`src/rtl/switch_allocator.sv`:
```
// Per-output wormhole switch allocator: round-robin among head flits, with the
// output locked to its owner from head to tail so packets never interleave.
module switch_allocator #(
  parameter int N_IN  = 5,
  parameter int N_OUT = 5,
  parameter int CNT_W = 16
) (
  input  logic                     clk,
  input  logic                     arst,
  input  logic [N_IN-1:0]          req_valid_i,
  input  logic [N_IN*N_OUT-1:0]    req_port_i,
  input  logic [N_IN*2-1:0]        req_type_i,
  input  logic [N_OUT-1:0]         out_ready_i,
  output logic [N_OUT*N_IN-1:0]    grant_o,
  output logic [N_OUT-1:0]         out_valid_o,
  output logic [N_IN-1:0]          in_ready_o,
  output logic [N_OUT-1:0]         lock_o,
  output logic [N_IN-1:0]          err_o,
  output logic [N_OUT*CNT_W-1:0]   pkt_cnt_o
);

  localparam int PTR_W = (N_IN > 1) ? $clog2(N_IN) : 1;

  localparam logic [0:0] ST_IDLE   = 1'b0;
  localparam logic [0:0] ST_LOCKED = 1'b1;

  localparam logic [1:0] TY_HEAD = 2'b00;
  localparam logic [1:0] TY_BODY = 2'b01;
  localparam logic [1:0] TY_TAIL = 2'b10;
  localparam logic [1:0] TY_HT   = 2'b11;

  localparam logic [PTR_W-1:0] RR_RESET = PTR_W'(N_IN - 1);
  localparam logic [CNT_W-1:0] CNT_MAX  = {CNT_W{1'b1}};

  // Wrap-around successor used by the round-robin search.
  function automatic logic [PTR_W-1:0] rrNext(input logic [PTR_W-1:0] base, input int k);
    int s;
    s = int'(base) + k;
    if (s >= N_IN) s = s - N_IN;
    return PTR_W'(s);
  endfunction

  logic [N_OUT-1:0] reqPort [N_IN];
  logic [1:0]       reqType [N_IN];
  logic [N_IN-1:0]  portOk;
  logic [N_IN-1:0]  isStart;
  logic [N_IN-1:0]  isCont;
  logic [N_IN-1:0]  elig [N_OUT];

  logic [0:0]       state_q [N_OUT];
  logic [0:0]       state_d [N_OUT];
  logic [PTR_W-1:0] owner_q [N_OUT];
  logic [PTR_W-1:0] owner_d [N_OUT];
  logic [PTR_W-1:0] rr_q    [N_OUT];
  logic [PTR_W-1:0] rr_d    [N_OUT];
  logic [CNT_W-1:0] cnt_q   [N_OUT];
  logic [CNT_W-1:0] cnt_d   [N_OUT];
  logic [N_IN-1:0]  err_q;
  logic [N_IN-1:0]  err_d;

  logic [N_IN-1:0]  grant   [N_OUT];
  logic [PTR_W-1:0] winIdx  [N_OUT];
  logic [1:0]       winType [N_OUT];
  logic [N_OUT-1:0] winFound;
  logic [N_OUT-1:0] xfer;
  logic [N_IN-1:0]  ownsPort;
  logic [N_IN-1:0]  errSet;

  always_comb begin
    for (int i = 0; i < N_IN; i++) begin
      reqPort[i] = req_port_i[i*N_OUT +: N_OUT];
      reqType[i] = req_type_i[i*2 +: 2];
      portOk[i]  = $onehot(reqPort[i]);
      isStart[i] = (reqType[i] == TY_HEAD) || (reqType[i] == TY_HT);
      isCont[i]  = (reqType[i] == TY_BODY) || (reqType[i] == TY_TAIL);
    end
    for (int o = 0; o < N_OUT; o++) begin
      for (int i = 0; i < N_IN; i++) begin
        elig[o][i] = req_valid_i[i] & portOk[i] & reqPort[i][o] & isStart[i];
      end
    end
  end

  // A locked output only ever serves its owner; grants are suppressed during reset.
  always_comb begin
    for (int o = 0; o < N_OUT; o++) begin
      grant[o]    = '0;
      winIdx[o]   = owner_q[o];
      winFound[o] = 1'b0;
      if (state_q[o] == ST_IDLE) begin
        for (int k = 1; k <= N_IN; k++) begin
          if (!winFound[o] && elig[o][rrNext(rr_q[o], k)]) begin
            winIdx[o]   = rrNext(rr_q[o], k);
            winFound[o] = 1'b1;
          end
        end
      end else begin
        winFound[o] = req_valid_i[owner_q[o]] & reqPort[owner_q[o]][o];
      end
      winType[o] = reqType[winIdx[o]];
      if (winFound[o] && !arst) grant[o][winIdx[o]] = 1'b1;
    end
  end

  always_comb begin
    for (int o = 0; o < N_OUT; o++) begin
      grant_o[o*N_IN +: N_IN]    = grant[o];
      out_valid_o[o]             = |grant[o];
      xfer[o]                    = out_valid_o[o] & out_ready_i[o];
      lock_o[o]                  = (state_q[o] == ST_LOCKED);
      pkt_cnt_o[o*CNT_W +: CNT_W] = cnt_q[o];
    end
    for (int i = 0; i < N_IN; i++) begin
      in_ready_o[i] = 1'b0;
      for (int o = 0; o < N_OUT; o++) begin
        in_ready_o[i] = in_ready_o[i] | (grant[o][i] & out_ready_i[o]);
      end
    end
  end

  // Body/tail flits are legal only from the owner of a locked output they target.
  always_comb begin
    for (int i = 0; i < N_IN; i++) begin
      ownsPort[i] = 1'b0;
      for (int o = 0; o < N_OUT; o++) begin
        if ((state_q[o] == ST_LOCKED) && (owner_q[o] == PTR_W'(i)) && reqPort[i][o]) begin
          ownsPort[i] = 1'b1;
        end
      end
      errSet[i] = req_valid_i[i] & (!portOk[i] | (isCont[i] & !ownsPort[i]));
    end
    for (int o = 0; o < N_OUT; o++) begin
      if ((state_q[o] == ST_LOCKED) && xfer[o] && isStart[owner_q[o]]) begin
        errSet[owner_q[o]] = 1'b1;
      end
    end
    err_d = err_q | errSet;
  end

  always_comb begin
    for (int o = 0; o < N_OUT; o++) begin
      state_d[o] = state_q[o];
      owner_d[o] = owner_q[o];
      rr_d[o]    = rr_q[o];
      cnt_d[o]   = cnt_q[o];
      if (xfer[o]) begin
        if (state_q[o] == ST_IDLE) begin
          if (winType[o] == TY_HEAD) begin
            state_d[o] = ST_LOCKED;
            owner_d[o] = winIdx[o];
          end else begin
            rr_d[o]  = winIdx[o];
            cnt_d[o] = (cnt_q[o] == CNT_MAX) ? cnt_q[o] : cnt_q[o] + CNT_W'(1);
          end
        end else if (winType[o] == TY_TAIL) begin
          state_d[o] = ST_IDLE;
          rr_d[o]    = owner_q[o];
          cnt_d[o]   = (cnt_q[o] == CNT_MAX) ? cnt_q[o] : cnt_q[o] + CNT_W'(1);
        end
      end
    end
  end

  always_ff @(posedge clk) begin
    if (arst) begin
      for (int o = 0; o < N_OUT; o++) begin
        state_q[o] <= ST_IDLE;
        owner_q[o] <= '0;
        rr_q[o]    <= RR_RESET;
        cnt_q[o]   <= '0;
      end
      err_q <= '0;
    end else begin
      for (int o = 0; o < N_OUT; o++) begin
        state_q[o] <= state_d[o];
        owner_q[o] <= owner_d[o];
        rr_q[o]    <= rr_d[o];
        cnt_q[o]   <= cnt_d[o];
      end
      err_q <= err_d;
    end
  end

  assign err_o = err_q;

endmodule

```
`config.mk`:
```
export PLATFORM = sky130hd
export DESIGN_NAME = switch_allocator
export DESIGN_NICKNAME = d
export VERILOG_FILES = /design/src/rtl/switch_allocator.sv
export SDC_FILE = /design/constraint.sdc
export NUM_CORES = 1
export LEC_CHECK = 0
export CORE_UTILIZATION = 55
export DETAILED_ROUTE_END_ITERATION = 10
export PLACE_DENSITY = 0.79
export SYNTH_ARGS = -nofsm -noshare
export SYNTH_HDL_FRONTEND = slang
export SYNTH_SLANG_ARGS = --single-unit
```
`constraint.sdc`:
```
create_clock -name clk -period 14.5 [get_ports clk]
set_input_delay 2.175 -clock clk [delete_from_list [all_inputs] [get_ports clk]]
set_output_delay 2.175 -clock clk [all_outputs]
set_load 0.02 [all_outputs]
```
Fig. 1: cell area per tile
16 x 16 tiles, from white (low) to dark blue (high), 0 to 100% covered.
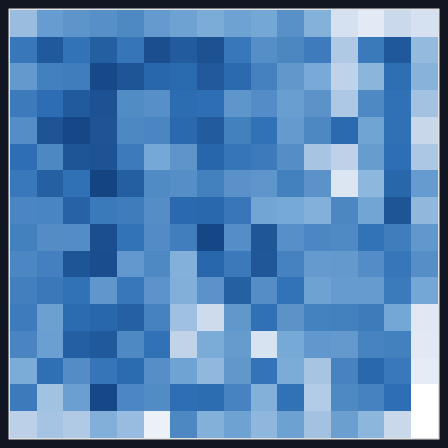
21% of the tiles are over 75% full. The fullest tile reaches 92%. 0.80% of the tiles are nearly empty.
core area: 0.0245 mm^2
final core occ: 66.1%
Core Util at FP: 56.5%

Fig. 2: M2 wires
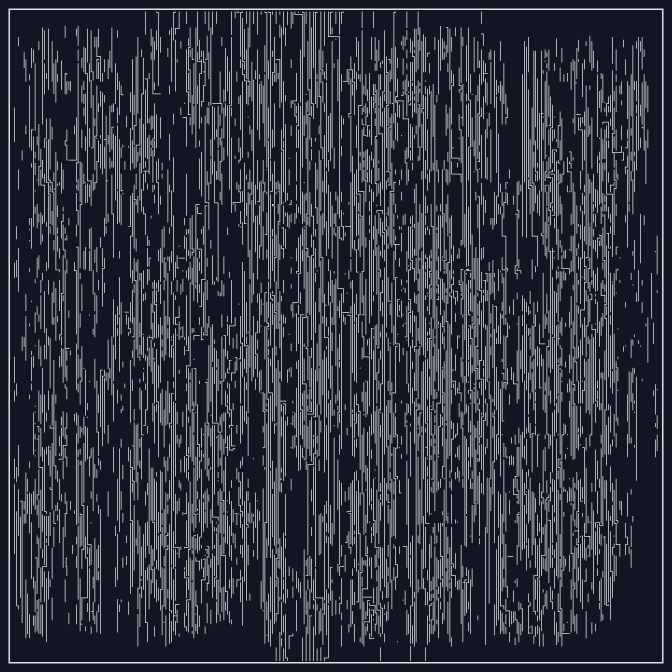
The wires run mostly vertical. The layer holds 46% of the routed length.
total routed wirelength: 47.5 mm
grt met2 use: 58.5%
via count: 15000

==> metrics.yaml <==
run_status: "finished clean"
synth-compound-area-share_pct: 24.9
fmax_mhz: 92.5
top_cell: "nor2_1"
io_pins: 172
final_nets: 2043
setup_tns_ps: 0
cts_tree: "yes"
hold_viol_final: 0
fp-row-count: 57
gp_congestion: 0.994
slowest_delay_ps: 840
hp-class: "reg -> reg"
layout_top_cell: "nor2_1"
ff_type: "dfxtp_1"
period_needed_ps: 10810
logic_gates: 1496
logic_family: "simple AND/OR/NAND/NOR gates"
ant_nets: 0
synth_xor_xnor_area_share_pct: 3.88
syn_nets: 1944
clk_share_pct: 3.68
inverters_excl_clock: 108
p_total_mw: 3.32
grt_pass1_vias: 14000
synth-edff-count: 0
reg.largest.list: "cnt_q (80), owner_q (15), rr_q (15)"
syn_area_mm2: 0.0138
portBuffers: 171
clock_latency_ps: 440
drt_iter0_drc: 1628
Fig. 3: signal wires by layer
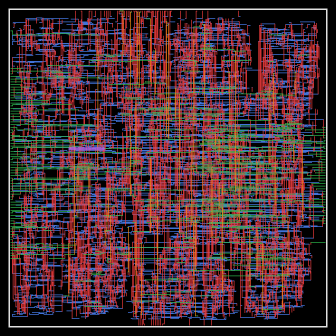
Orange is metal 4, wire length 1780 um. Red is metal 2, wire length 21.7 mm. Green is metal 3, wire length 4770 um. Blue is metal 1, wire length 19200 um. Purple is metal 5, wire length 16.8 um.
GRT Total Usage: 36.1%
wire per inst: 21.0 um

-- final timing paths --
check / from / to / slack (ps) / cells after the start
worst max register to register: rr_q[0][9] / cnt_q[3][6] / 7710 / 15
worst min-delay path: cnt_q[0][14] / cnt_q[0][14] / 500 / 2
worst min register to register: cnt_q[0][14] / cnt_q[0][14] / 500 / 2
worst max-delay path: req_port_i[21] / in_ready_o[2] / 3690 / 17
-- power by group --
part | switching (mW) | internal, mW | leakage [nW]
sequential | 0.0939 | 0.359 | 0.970
combinational | 1.55 | 0.883 | 4.75
clock | 0.199 | 0.232 | 0.293
total | 1.84 | 1.47 | 6.01
-- layer usage --
metal	vias to the layer above	routed length (um)	GRT usage (%)
li1	7001	-	-
met3	131	4770	8.24
met1	7091	19200	45.6
met4	2	1780	15.8
met5	-	16	0
met2	781	21700	58.5
No activity file was given, so power comes from the tool's default toggle rates.
